==> run_1/m3.png <==
The bar under the picture is 20 um long.
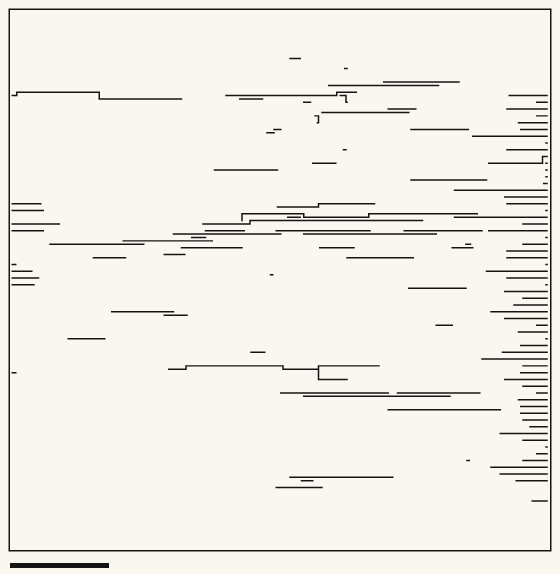
==> run_1/util_map.png <==
The die is cut into 11 by 11 equal tiles; black is low, pale yellow is high, 0 to 100% covered.
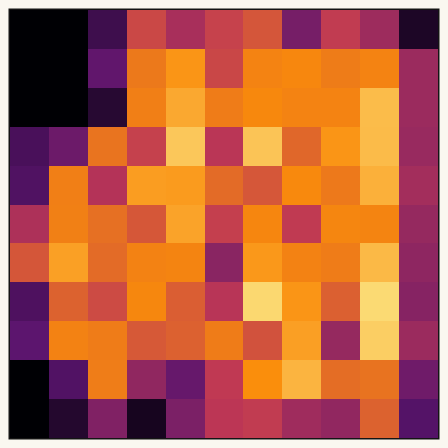
==> run_1/placed.png <==
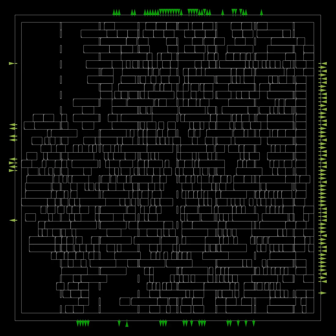
==> src/rtl/rv_dbg_pkg.sv <==
// Shared definitions for the UART-driven Wishbone debug initiator:
// FSM states plus the command and response byte codes.
package rv_dbg_pkg;

    typedef enum logic [2:0] {
        ST_IDLE,
        ST_ADDR,
        ST_WDATA,
        ST_BUS,
        ST_RESP
    } dbg_state_t;

    localparam logic [7:0] CMD_WRITE = 8'h57;
    localparam logic [7:0] CMD_READ  = 8'h52;

    localparam logic [7:0] RSP_ACK   = 8'h06;
    localparam logic [7:0] RSP_NAK   = 8'h15;
    localparam logic [7:0] RSP_BAD   = 8'h3F;

endpackage

==> src/rtl/wb_dbg_timeout.sv <==
// Bus-cycle watchdog: counts cycles while enabled and flags the last
// cycle of the allowed window so the initiator can abandon the access.
module wb_dbg_timeout #(
    parameter int unsigned TIMEOUT_CYCLES = 256
) (
    input  logic i_clk,
    input  logic i_reset_n,
    input  logic i_clear,
    input  logic i_enable,
    output logic o_expired
);

    localparam logic [15:0] LIMIT = 16'(TIMEOUT_CYCLES - 1);

    logic [15:0] count;

    always_ff @(posedge i_clk or negedge i_reset_n) begin
        if (!i_reset_n) begin
            count <= '0;
        end else if (i_clear) begin
            count <= '0;
        end else if (i_enable) begin
            count <= count + 16'd1;
        end
    end

    // Asserted during the final permitted cycle so the exit edge closes the window exactly.
    assign o_expired = i_enable && (count == LIMIT);

endmodule

==> src/rtl/wb_dbg_master.sv <==
// Debug bridge: parses W/R frames from a UART byte stream, runs one
// Wishbone classic cycle per frame and streams back a status/data response.
module wb_dbg_master
    import rv_dbg_pkg::*;
#(
    parameter int unsigned TIMEOUT_CYCLES = 256
) (
    input  logic        i_clk,
    input  logic        i_reset_n,
    input  logic [7:0]  i_rx_data,
    input  logic        i_rx_valid,
    output logic        o_rx_ready,
    output logic [7:0]  o_tx_data,
    output logic        o_tx_valid,
    input  logic        i_tx_ready,
    output logic [31:0] o_wb_adr,
    output logic [31:0] o_wb_dat,
    input  logic [31:0] i_wb_dat,
    output logic        o_wb_we,
    output logic [3:0]  o_wb_sel,
    output logic        o_wb_stb,
    input  logic        i_wb_ack,
    output logic        o_wb_cyc
);

    dbg_state_t  state, next_state;
    logic        alive;
    logic [1:0]  cnt;
    logic [1:0]  cnt_nxt;
    logic [31:0] addr;
    logic [31:0] data;
    logic        is_wr;
    logic        rd_ok;
    logic        resp_phase;
    logic [7:0]  tx_data;
    logic        tx_valid;

    logic        rx_fire;
    logic        tx_fire;
    logic        cmd_ok;
    logic        last_byte;
    logic        expired;
    logic        to_clear;
    logic        to_enable;

    assign cnt_nxt    = cnt + 2'd1;
    assign o_rx_ready = alive && ((state == ST_IDLE) || (state == ST_ADDR) || (state == ST_WDATA));
    assign rx_fire    = i_rx_valid && o_rx_ready;
    assign tx_fire    = tx_valid && i_tx_ready;
    assign cmd_ok     = (i_rx_data == CMD_WRITE) || (i_rx_data == CMD_READ);
    assign last_byte  = !rd_ok || (resp_phase && (cnt == 2'd3));

    assign o_tx_data  = tx_data;
    assign o_tx_valid = tx_valid;
    assign o_wb_adr   = addr & 32'hFFFF_FFFC;
    assign o_wb_dat   = data;

    assign to_clear   = (next_state == ST_BUS) && (state != ST_BUS);
    assign to_enable  = (state == ST_BUS);

    wb_dbg_timeout #(
        .TIMEOUT_CYCLES(TIMEOUT_CYCLES)
    ) u_timeout (
        .i_clk    (i_clk),
        .i_reset_n(i_reset_n),
        .i_clear  (to_clear),
        .i_enable (to_enable),
        .o_expired(expired)
    );

    always_ff @(posedge i_clk or negedge i_reset_n) begin
        if (!i_reset_n) begin
            state <= ST_IDLE;
        end else begin
            state <= next_state;
        end
    end

    always_comb begin
        next_state = state;
        o_wb_cyc   = 1'b0;
        o_wb_stb   = 1'b0;
        o_wb_sel   = '0;
        o_wb_we    = 1'b0;
        case (state)
            ST_IDLE: begin
                if (rx_fire) next_state = cmd_ok ? ST_ADDR : ST_RESP;
            end
            ST_ADDR: begin
                if (rx_fire && (cnt == 2'd3)) next_state = is_wr ? ST_WDATA : ST_BUS;
            end
            ST_WDATA: begin
                if (rx_fire && (cnt == 2'd3)) next_state = ST_BUS;
            end
            ST_BUS: begin
                o_wb_cyc = 1'b1;
                o_wb_stb = 1'b1;
                o_wb_sel = '1;
                o_wb_we  = is_wr;
                if (i_wb_ack || expired) next_state = ST_RESP;
            end
            ST_RESP: begin
                if (tx_fire && last_byte) next_state = ST_IDLE;
            end
            default: next_state = ST_IDLE;
        endcase
    end

    always_ff @(posedge i_clk or negedge i_reset_n) begin
        if (!i_reset_n) begin
            alive      <= 1'b0;
            cnt        <= '0;
            addr       <= '0;
            data       <= '0;
            is_wr      <= 1'b0;
            rd_ok      <= 1'b0;
            resp_phase <= 1'b0;
            tx_data    <= '0;
            tx_valid   <= 1'b0;
        end else begin
            alive <= 1'b1;
            case (state)
                ST_IDLE: begin
                    if (rx_fire) begin
                        cnt   <= '0;
                        is_wr <= (i_rx_data == CMD_WRITE);
                        if (!cmd_ok) begin
                            tx_data    <= RSP_BAD;
                            tx_valid   <= 1'b1;
                            rd_ok      <= 1'b0;
                            resp_phase <= 1'b0;
                        end
                    end
                end
                ST_ADDR: begin
                    if (rx_fire) begin
                        addr[{cnt, 3'b000} +: 8] <= i_rx_data;
                        cnt                      <= cnt_nxt;
                    end
                end
                ST_WDATA: begin
                    if (rx_fire) begin
                        data[{cnt, 3'b000} +: 8] <= i_rx_data;
                        cnt                      <= cnt_nxt;
                    end
                end
                ST_BUS: begin
                    // Ack wins over a simultaneous expiry: the slave answered inside the window.
                    if (i_wb_ack) begin
                        tx_data    <= RSP_ACK;
                        tx_valid   <= 1'b1;
                        rd_ok      <= !is_wr;
                        resp_phase <= 1'b0;
                        cnt        <= '0;
                        if (!is_wr) data <= i_wb_dat;
                    end else if (expired) begin
                        tx_data    <= RSP_NAK;
                        tx_valid   <= 1'b1;
                        rd_ok      <= 1'b0;
                        resp_phase <= 1'b0;
                        cnt        <= '0;
                    end
                end
                ST_RESP: begin
                    if (tx_fire) begin
                        if (last_byte) begin
                            tx_valid <= 1'b0;
                            cnt      <= '0;
                        end else if (!resp_phase) begin
                            resp_phase <= 1'b1;
                            cnt        <= '0;
                            tx_data    <= data[7:0];
                        end else begin
                            cnt     <= cnt_nxt;
                            tx_data <= data[{cnt_nxt, 3'b000} +: 8];
                        end
                    end
                end
                default: ;
            endcase
        end
    end

endmodule

==> config.mk <==
export PLATFORM = sky130hd
export DESIGN_NAME = wb_dbg_master
export DESIGN_NICKNAME = d
export VERILOG_FILES = /design/src/rtl/rv_dbg_pkg.sv /design/src/rtl/wb_dbg_timeout.sv /design/src/rtl/wb_dbg_master.sv
export SDC_FILE = /design/constraint.sdc
export NUM_CORES = 1
export LEC_CHECK = 0
export CAP_MARGIN = 20
export CORE_MARGIN = 2
export CORE_UTILIZATION = 45
export CTS_BUF_LIST = sky130_fd_sc_hd__clkbuf_4 sky130_fd_sc_hd__clkbuf_8
export CTS_CLUSTER_DIAMETER = 60
export DETAILED_ROUTE_END_ITERATION = 6
export GPL_TIMING_DRIVEN = 0
export PLACE_DENSITY = 0.74
export SYNTH_ARGS = -nofsm -noshare
export SYNTH_HDL_FRONTEND = slang
export SYNTH_SLANG_ARGS = --single-unit
==> constraint.sdc <==
create_clock -name i_clk -period 6.3 [get_ports i_clk]
set_clock_uncertainty 0.2 [all_clocks]
set_input_delay 0.63 -clock i_clk [delete_from_list [all_inputs] [get_ports i_clk]]
set_output_delay 0.63 -clock i_clk [all_outputs]
set_load 0.03 [all_outputs]
==> impl_metrics.env, run 1 <==
# implementation run metrics
export IMPL_outcome="completed"
export IMPL_top_cell_area_share=0.487
export IMPL_rows=38
export IMPL_drive_gt1_frac=0.0955
export IMPL_min_path_type="in2async"
export IMPL_crit_required_ns=5.47
export IMPL_p_leak_nw=2.68
export IMPL_synth_area_um2=4930
export IMPL_wl_met3_mm=1.10
export IMPL_grt_usage=0.239
export IMPL_wire_per_inst_um=17.1
export IMPL_n_antenna_cell=0
export IMPL_cts_clk_slew_worst_paths_ns=0.09
export IMPL_drt_first_pass_iters=5
export IMPL_dieArea_um2=11800
export IMPL_via_per_inst=5.58
export IMPL_yosysWarnings=0
export IMPL_yosysChipArea_um2=4930
export IMPL_initialDrtViolationCount=353
export IMPL_cts_sinks=96
export IMPL_ys_cells=537
export IMPL_fin_crit_ns=3.68
export IMPL_wl_met2_mm=6.59
export IMPL_numCtsBuffers=9
export IMPL_grt_pass1_vias=4330
export IMPL_xor_share=0.00355
export IMPL_common_cells="96 x dfrtp_1, 90 x nand2_1, 51 x o21ai_0"
export IMPL_postCtsResizedCells=0
export IMPL_io_buffers=115
export IMPL_syn_area_per_cell_um2=9.18
export IMPL_startpoint="state[0]"
export IMPL_layout_area_overhead_vs_synth_pct=32.2
export IMPL_worst_slew_pin_slew_ns=0.935
export IMPL_edf_count=0
export IMPL_async_reset_ff_frac=1.00
export IMPL_relSlewSlack=0.376
export IMPL_layout_cells_most_common="clkdlybuf4s50_1"
export IMPL_ys_flops=96
export IMPL_die_w_um=109
export IMPL_clockBufferDepth=2
export IMPL_drc=0
export IMPL_overflow=0
export IMPL_power_density_nw_per_um2=318
export IMPL_crit_path_end_kind="primary output"
export IMPL_use_met1=0.333
export IMPL_finalSetupViolations=0
export IMPL_cts_root_buffer_cell="clkbuf_8"
export IMPL_dp_cells=794
export IMPL_peakVddDrop_uv=192
export IMPL_dp_final_hpwl_mm=10.4
export IMPL_design_area_um2=6520
export IMPL_placed_area_um2=6290
export IMPL_drv_cap=0
export IMPL_post_route_period_util=0.585
export IMPL_area_leaders="dfrtp_1 49%, nand2_1 6.8%, o21ai_0 5.2%, a22oi_1 5.0%, a21oi_1 3.5%"
export IMPL_die_y_um=109
export IMPL_hold_viol=0
export IMPL_vias=4518
export IMPL_grt_pass1_wl_mm=22.0
export IMPL_grt_setup_unrepaired="no"
export IMPL_crit_fanout=15
export IMPL_compound_area_frac=0.214
export IMPL_layout_top_cells="114 x clkdlybuf4s50_1, 96 x dfrtp_1, 90 x nand2_1"
export IMPL_r2r_start="cnt[0]"
export IMPL_maxSlewViolCount=0
export IMPL_warning_count=30
export IMPL_dr_max_layer_used="met4"
export IMPL_simple_gate_area_frac=0.185
export IMPL_insertion_delay_ns=0.36
export IMPL_cts_htree_levels=3
export IMPL_wl_met1_mm=6.02
export IMPL_top_usage_layer="met2"
export IMPL_post_cts_setup_buffer_count=0
export IMPL_fmax_ghz=0.271
export IMPL_synthTopLogicFamily="AND-OR/OR-AND gates"
export IMPL_num_nets_final=716
## Picture notes: m3.png
nets with wire on the layer	107
share of all routed wire	7.9%
wire length on this layer	1,100 um
main direction	horizontal
longest straight run	34.7 um

## Picture notes: util_map.png
tiles over 75% full	17%
nearly empty tiles	6.6%
mean over tiles	54%
fullest tile	92%
Init Core Util: 0.459
Core Util, Final: 0.607
core area: 10,700 um^2

## Picture notes: placed.png
flip-flops: 96
Seq/total area: 0.368
Non-Filler Instances: 810
filler cell count: 930
Taps Inserted: 140

-- run 1: critical path, cell delays in order (launching register included) --
cell and delay [ns]:
dfrtp_1 0.35, buf_4 0.18, nand3b_4 0.16, clkinv_1 0.19, clkbuf_1 0.73, buf_4 0.23, clkdlybuf4s50_1 0.66
-- run 1: power by group --
part / switching [mW] / leakage [nW] / internal [mW] / total, mW
sequential: 0.107 / 1.22 / 0.736 / 0.843
combinational: 0.437 / 1.34 / 0.332 / 0.770
clock: 0.210 / 0.116 / 0.251 / 0.461
total: 0.754 / 2.68 / 1.32 / 2.07
-- run 1: path summary, 6_finish.rpt --
path                                 to  slack [ns]  depth (start not counted)
setup / recovery            o_wb_sel[3]        2.62                          6
hold / removal             o_wb_dat[23]        0.07                          1
setup reg to reg           o_wb_dat[15]        3.21                         10
hold reg to reg                addr[28]        0.29                          2
max in group asynchronous      state[1]        5.15                          2
min in group i_clk             addr[28]        0.29                          2
-- run 1: metrics by stage --
step                      utilization  setup slack, ns  hold WS (ns)  total power [mW]
after global routing            0.607             2.51         0.116              2.19
after floorplan                     -             3.77         0.134              1.30
after CTS                       0.607             2.63        0.0903              2.08
final                           0.607             2.62        0.0699              2.07
after detailed placement        0.585             3.03         0.270              1.62
after global placement          0.583            0.888         0.260              1.60
-- run 1: layout make-up --
| class | instances | area [um^2] | area share |
|---|---|---|---|
| Multi-Input combinational cell | 385 | 2260 | 0.347 |
| Sequential cell | 96 | 2400 | 0.368 |
| Buffer | 45 | 226 | 0.0347 |
| Inverter | 12 | 45.0 | 0.00691 |
| Tap cell | 140 | 175 | 0.0269 |
| Timing Repair Buffer | 116 | 1180 | 0.180 |
| Clock inverter | 4 | 76.3 | 0.0117 |
| Clock buffer | 12 | 159 | 0.0244 |
==> run 2, diff against run 1 <==
Settings changed: PLACE_DENSITY 0.74 to 0.77.
Clock period 6.3 ns to 3.1 ns, I/O delays scaled along.
==> run_2/placed.png <==
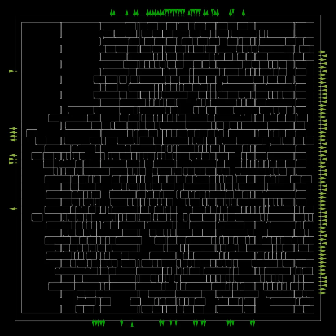
# rows: 38
Seq/total area: 0.368
filler cell count: 920
Core Util, Final: 0.608
Non-Filler Instances: 811

==> run_2/util_map.png <==
The die is cut into 11 by 11 equal tiles; black is low, pale yellow is high, 0 to 100% covered.
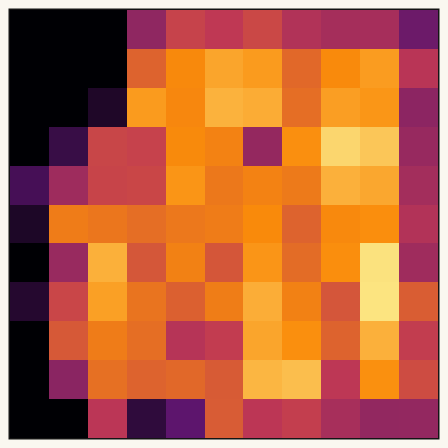
emptiest ninth of the die	upper left
nearly empty tiles	12%
fullest tile	94%
tiles over 75% full	23%
mean over tiles	54%

==> impl_metrics.env, run 2 <==
# implementation run metrics
export IMPL_layout_area_overhead_vs_synth_pct=32.4
export IMPL_clock_power_share=0.201
export IMPL_cp_top_family="buffers and inverters"
export IMPL_overflow=0
export IMPL_vias=4597
export IMPL_p_leak_nw=2.70
export IMPL_syn_area_per_cell_um2=9.18
export IMPL_core_area_um2=10700
export IMPL_io_buffers=115
export IMPL_cts_htree_levels=3
export IMPL_die_y_um=109
export IMPL_p_int_mw=2.55
export IMPL_power_density_nw_per_um2=629
export IMPL_drc=0
export IMPL_warning_count=30
export IMPL_p_seq_frac=0.418
export IMPL_n_antenna_cell=0
export IMPL_worst_slew_pin_slew_ns=0.727
export IMPL_hold_depth=3
export IMPL_relSlewSlack=0.511
export IMPL_yosysWarnings=0
export IMPL_place_ws_ns=0.0396
export IMPL_synth_area_um2=4930
export IMPL_outcome="completed"
export IMPL_cts_sinks=96
export IMPL_post_route_period_util=0.905
export IMPL_drt_first_pass_iters=5
export IMPL_numCtsBuffers=9
export IMPL_common_cells="96 x dfrtp_1, 90 x nand2_1, 51 x o21ai_0"
export IMPL_layout_cells_most_common="clkdlybuf4s50_1"
export IMPL_insertion_delay_ns=0.38
export IMPL_buffers=162
export IMPL_logic_area_um2=2290
export IMPL_crit_fanout=8
export IMPL_cp_num_cells=10
export IMPL_largest_class="sequential cells"
export IMPL_nNonClkInverters=12
export IMPL_ys_flops=96
export IMPL_crit_path_end_kind="flip-flop"
export IMPL_placed_area_um2=6290
export IMPL_via_per_inst=5.67
export IMPL_r2r_cells=10
export IMPL_grt_pass1_vias=4517
-- run 2: worst paths after layout --
kind	endpoint	start
max	o_tx_data[4]	cnt[0]
min	addr[17]	i_rx_data[1]
max reg2reg	o_tx_data[4]	cnt[0]
min reg2reg	addr[7]	addr[7]
max in group asynchronous	o_wb_dat[7]	i_reset_n
min in group asynchronous	addr[30]	i_reset_n
-- run 2: logic make-up (layout without fill, tap and decap cells) --
logic type      Yosys count  count (layout)  share of synthesized area
mux                      18              18                     0.0388
simple gates            189             189                      0.185
xor+xnor                  2               2                    0.00355
flops                    96              96                      0.487
buf+inv                  57             190                     0.0550
other cells               2               3                    0.00152
fa+ha+maj                 6               6                     0.0152
compound gates          167             167                      0.214
-- run 2: power groups by stage --
| stage | clock network, mW | logic, mW | registers (mW) |
|---|---|---|---|
| 2_1_floorplan | 0 | 0.605 | 2.04 |
| 3_3_place_gp | 0 | 1.53 | 1.72 |
| 3_5_place_dp | 0 | 1.56 | 1.73 |
| 4_1_cts | 0.841 | 1.57 | 1.71 |
| 5_1_grt | 0.887 | 1.69 | 1.75 |
| 6_report | 0.825 | 1.57 | 1.72 |
-- run 2: layer usage --
layer,track usage,share of wire,up-vias
met5,0,0,-
met4,0.120,0.030,0
met3,0.0371,0.073,30
met2,0.397,0.48,201
met1,0.314,0.42,2210
li1,-,-,2156
-- run 2: what timing repair did --
| action | CTS | global route |
|---|---|---|
| endpoints found under the setup margin | 6 | 32 |
| pin swaps | 0 | 2 |
| hold buffers | 1 | 0 |
| gates resized | 1 | 9 |
| hold endpoints to repair | 47 | 0 |
| setup buffers | 0 | 2 |
Power and IR drop assume default switching activity.
